**src/rtl/adder_arb_pkg.sv**
```systemverilog
// Shared types and sizing helpers for the adder arbiter and its round-robin picker.
package adder_arb_pkg;

  typedef enum logic {
    IDLE = 1'b0,
    WAIT = 1'b1
  } state_e;

  localparam int W_A_DEF = 16;
  localparam int W_B_DEF = 8;

  // Latency countdown width; a zero-latency adder still needs a 1-bit counter.
  function automatic int cnt_width(input int lat);
    return (lat < 1) ? 1 : $clog2(lat + 1);
  endfunction

  function automatic int idx_width(input int n);
    return (n < 2) ? 1 : $clog2(n);
  endfunction

endpackage

```
**src/rtl/adder_arbiter_rr_picker.sv**
```systemverilog
// Combinational round-robin priority encoder: first eligible requester after last_i, with wrap.
module rr_picker
  import adder_arb_pkg::*;
#(
  parameter int NUM_REQ = 4,
  parameter int IW      = idx_width(NUM_REQ)
) (
  input  logic [NUM_REQ-1:0] eligible_i,
  input  logic [IW-1:0]      last_i,
  output logic               valid_o,
  output logic [NUM_REQ-1:0] pick_o
);

  logic [IW-1:0] idx;

  assign valid_o = |eligible_i;

  // Walk from the farthest candidate back to the nearest so the nearest match wins.
  always_comb begin
    pick_o = '0;
    idx    = '0;
    for (int k = NUM_REQ; k >= 1; k--) begin
      idx = IW'((int'(last_i) + k) % NUM_REQ);
      if (eligible_i[idx]) begin
        pick_o      = '0;
        pick_o[idx] = 1'b1;
      end
    end
  end

endmodule

```
**src/rtl/adder_arbiter.sv**
```systemverilog
// Round-robin sharing of one W_A + W_B -> W_A+1 adder between NUM_REQ requesters.
module adder_arbiter
  import adder_arb_pkg::*;
#(
  parameter int NUM_REQ = 4,
  parameter int W_A     = W_A_DEF,
  parameter int W_B     = W_B_DEF,
  parameter int ADD_LAT = 1
) (
  input  logic                   clk_i,
  input  logic                   rst_ni,
  input  logic [NUM_REQ-1:0]     req_i,
  input  logic [NUM_REQ*W_A-1:0] op_a_i,
  input  logic [NUM_REQ*W_B-1:0] op_b_i,
  output logic [NUM_REQ-1:0]     gnt_o,
  output logic [NUM_REQ-1:0]     done_o,
  output logic [W_A:0]           result_o,
  output logic                   busy_o,
  output logic [W_A-1:0]         adder_in1_o,
  output logic [W_B-1:0]         adder_in2_o,
  input  logic [W_A:0]           adder_out_i
);

  localparam int IW = idx_width(NUM_REQ);
  localparam int CW = cnt_width(ADD_LAT);

  state_e             state_q;
  logic [CW-1:0]      cnt_q;
  logic [IW-1:0]      last_q;
  logic [NUM_REQ-1:0] gnt_q;
  logic [NUM_REQ-1:0] done_q;
  logic [W_A:0]       result_q;
  logic               busy_q;
  logic [W_A-1:0]     in1_q;
  logic [W_B-1:0]     in2_q;

  logic [NUM_REQ-1:0] eligible_d;
  logic [NUM_REQ-1:0] pick_d;
  logic               pick_valid_d;
  logic [IW-1:0]      pick_idx_d;
  logic [W_A-1:0]     sel_a_d;
  logic [W_B-1:0]     sel_b_d;

  // A requester still seeing its done pulse must not be re-granted in that cycle.
  assign eligible_d = req_i & ~done_q;

  rr_picker #(
    .NUM_REQ(NUM_REQ),
    .IW     (IW)
  ) u_picker (
    .eligible_i(eligible_d),
    .last_i    (last_q),
    .valid_o   (pick_valid_d),
    .pick_o    (pick_d)
  );

  always_comb begin
    sel_a_d    = '0;
    sel_b_d    = '0;
    pick_idx_d = '0;
    for (int i = 0; i < NUM_REQ; i++) begin
      if (pick_d[i]) begin
        sel_a_d    = op_a_i[i*W_A +: W_A];
        sel_b_d    = op_b_i[i*W_B +: W_B];
        pick_idx_d = IW'(i);
      end
    end
  end

  always_ff @(posedge clk_i or negedge rst_ni) begin
    if (!rst_ni) begin
      state_q  <= IDLE;
      cnt_q    <= '0;
      last_q   <= IW'(NUM_REQ - 1);
      gnt_q    <= '0;
      done_q   <= '0;
      result_q <= '0;
      busy_q   <= 1'b0;
      in1_q    <= '0;
      in2_q    <= '0;
    end else begin
      case (state_q)
        IDLE: begin
          done_q <= '0;
          if (pick_valid_d) begin
            gnt_q   <= pick_d;
            in1_q   <= sel_a_d;
            in2_q   <= sel_b_d;
            last_q  <= pick_idx_d;
            cnt_q   <= CW'(ADD_LAT);
            busy_q  <= 1'b1;
            state_q <= WAIT;
          end
        end
        WAIT: begin
          if (cnt_q != '0) begin
            cnt_q <= cnt_q - CW'(1);
          end else begin
            result_q <= adder_out_i;
            done_q   <= gnt_q;
            gnt_q    <= '0;
            busy_q   <= 1'b0;
            state_q  <= IDLE;
          end
        end
        default: state_q <= IDLE;
      endcase
    end
  end

  assign gnt_o       = gnt_q;
  assign done_o      = done_q;
  assign result_o    = result_q;
  assign busy_o      = busy_q;
  assign adder_in1_o = in1_q;
  assign adder_in2_o = in2_q;

endmodule

```
**config.mk**
```make
export PLATFORM = sky130hd
export DESIGN_NAME = adder_arbiter
export DESIGN_NICKNAME = d
export VERILOG_FILES = /design/src/rtl/adder_arb_pkg.sv /design/src/rtl/adder_arbiter_rr_picker.sv /design/src/rtl/adder_arbiter.sv
export SDC_FILE = /design/constraint.sdc
export NUM_CORES = 1
export LEC_CHECK = 0
export ABC_AREA = 1
export CAP_MARGIN = 20
export CORE_MARGIN = 2
export CORE_UTILIZATION = 45
export CTS_CLUSTER_SIZE = 16
export DETAILED_ROUTE_END_ITERATION = 10
export PLACE_DENSITY = 0.95
export SKIP_CTS_REPAIR_TIMING = 1
export SLEW_MARGIN = 20
export SYNTH_ARGS = -nofsm -noshare
export SYNTH_HDL_FRONTEND = slang
export SYNTH_SLANG_ARGS = --single-unit
```
**constraint.sdc**
```tcl
create_clock -name clk_i -period 5.7 [get_ports clk_i]
set_clock_uncertainty 0.2 [all_clocks]
set_input_delay 0.855 -clock clk_i [delete_from_list [all_inputs] [get_ports clk_i]]
set_output_delay 0.855 -clock clk_i [all_outputs]
set_load 0.01 [all_outputs]
```
==> impl_metrics.ini <==
; generated from flow reports
[job]
warnings = 33

[worst_setup_path]
cp_top_family = simple AND/OR/NAND/NOR gates
cp.depth = 12
rr_worst_depth = 12
crit_type = register to register
startpoint = last_q[1]
cp_data_required_time_ns = 5.75
crit_fanout = 29

[cells_and_area]
multiInputCombCellCount = 398
seqAreaFraction = 0.256
final_cell_mix = 202 x nand2_1, 167 x clkdlybuf4s50_1, 66 x nand3_1
clock_buffers = 5
inverters = 35
largest_reg_flops = 17
nets = 792
final-clk-cell-share = 0.0180
nNonClkBuffers = 171
n_fill_cell = 616
seq_area_mm2 = 0.00135
antenna-diode-count = 0

[synth]
common_cells = 202 x nand2_1, 66 x nand3_1, 63 x nor2_1
fa_ha_area_frac = 0.0287
synth_top_flop_cell = dfrtp_1
ys_cells = 508
syn_inst = 508
edf_count = 0
fp_nets = 635
synth_area_mm2 = 0.00349
synth_cell_types = 27
postSynthSeqShare = 0.388
xor_share = 0
logic_family = simple AND/OR/NAND/NOR gates
mux_area_frac = 0

[detailed_routing]
vias_per_cell = 5.20
routed.top_layer = met4
wl_met1_um = 4440
remaining_drc_errors = 0
drtIter0Drc = 221
wl_met3_um = 610

[timing]
fmax_mhz = 300
hold_viol_final = 0
fin_hold_ws_ns = 0.287
slew_headroom = 0.355
drv_slew = 0
period_used_share = 0.585
finalCriticalPeriod_ns = 3.33
setup_tns_ns = 0
rsz0062_at_grt = false
setup_viol_count_final = 0
final.setup.worst_slack_ns = 2.37

[placement]
placed_cell_area_mm2 = 0.00518
dp_cells = 759
dp_hpwl_um = 8620
gp_congestion = 0.862
place_worst_setup_slack_ns = 2.05

[floorplanning]
io_pins = 169
die_width_um = 92.0
die_height_um = 92.0
initial_core_util = 0.458

[power]
seq-power_w = 0.000711
p_comb_frac = 0.730
irDropWorstVdd_mv = 0.320
power_leader = combinational logic
powerClk_w = 0.000236
p_per_area_mw_per_mm2 = 664
p_clk_frac = 0.067
cell_internal_pwr_w = 0.00161

[clock_tree]
clk_latency_ns = 0.33
clock_path_buffers = 2
htreeDepth = 2
clock-sinks = 54

[global_route]
use_met1 = 0.327
first_global_vias = 3881
antenna_found_initial = 0
overflow = 0
grt_pass1_wl_um = 18300

[min_path]
holdCritPathClass = register to register
hold_depth = 2

[status]
run_status = complete, no violations
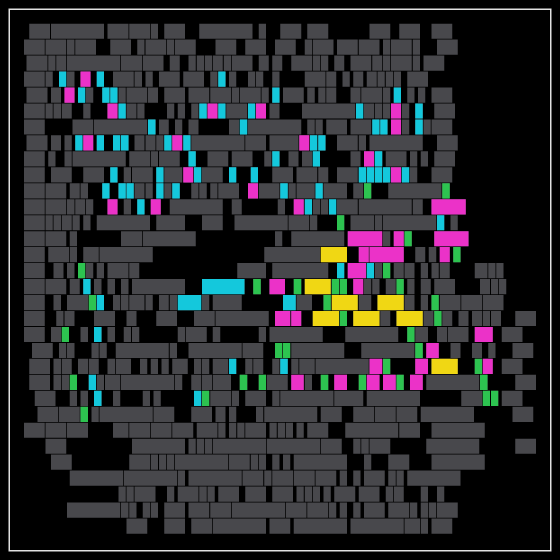
Figure 1: logic cells by family.
legend:
  magenta:
    family: inverting AOI/OAI gates
    cells: 39
    most_used: a21oi_1
  cyan:
    family: NOR gates
    cells: 65
    most_used: nor2_1
  green:
    family: inverters
    cells: 35
    most_used: inv_1
  yellow:
    family: adder and majority cells
    cells: 8
    most_used: ha_1
non-filler cells, final: 768
most instantiated logic cell after routing: nand2_1
combinational share of cell area: 0.355

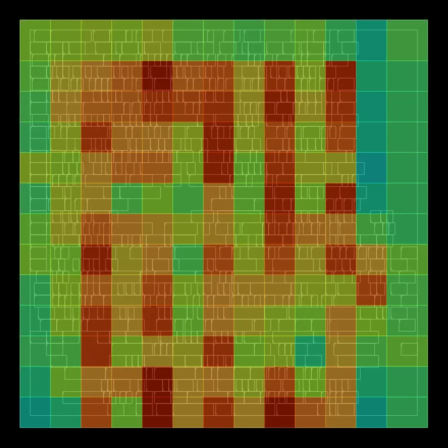
Figure 2: routing congestion map.
Core Util, Final: 0.694
GR Util met3: 0.0386
grt peak-use layer: met2

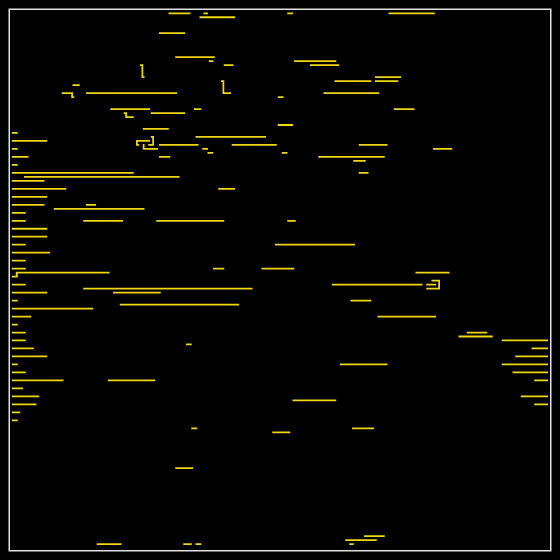
Figure 3: M3 wires.
longest straight run: 28.5 µm
share of all routed wire: 5.4%
wire length on this layer: 611 µm
final WL: 11,300 µm
Vias: 3,997

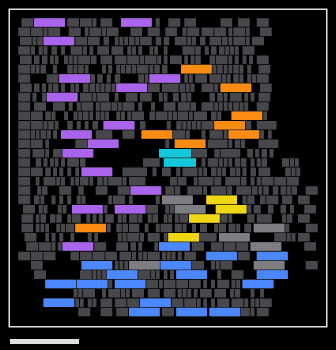
Figure 4: where the registers sit.
The bar under the picture is 20 µm long.
legend:
  purple:
    netlist_name: `adder_in1_o`
    placed_flops: 16
  blue:
    netlist_name: `result_o`
    placed_flops: 17
  orange:
    netlist_name: `adder_in2_o`
    placed_flops: 8
  cyan:
    netlist_name: `last_q`
    placed_flops: 2
  yellow:
    netlist_name: `gnt_o`
    placed_flops: 4
not coloured: 7

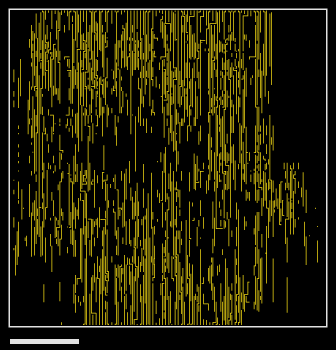
Figure 5: M2 wires.
The bar under the picture is 20 µm long.
longest straight run: 46.9 µm
share of all routed wire: 52%
wire length on this layer: 5,910 µm

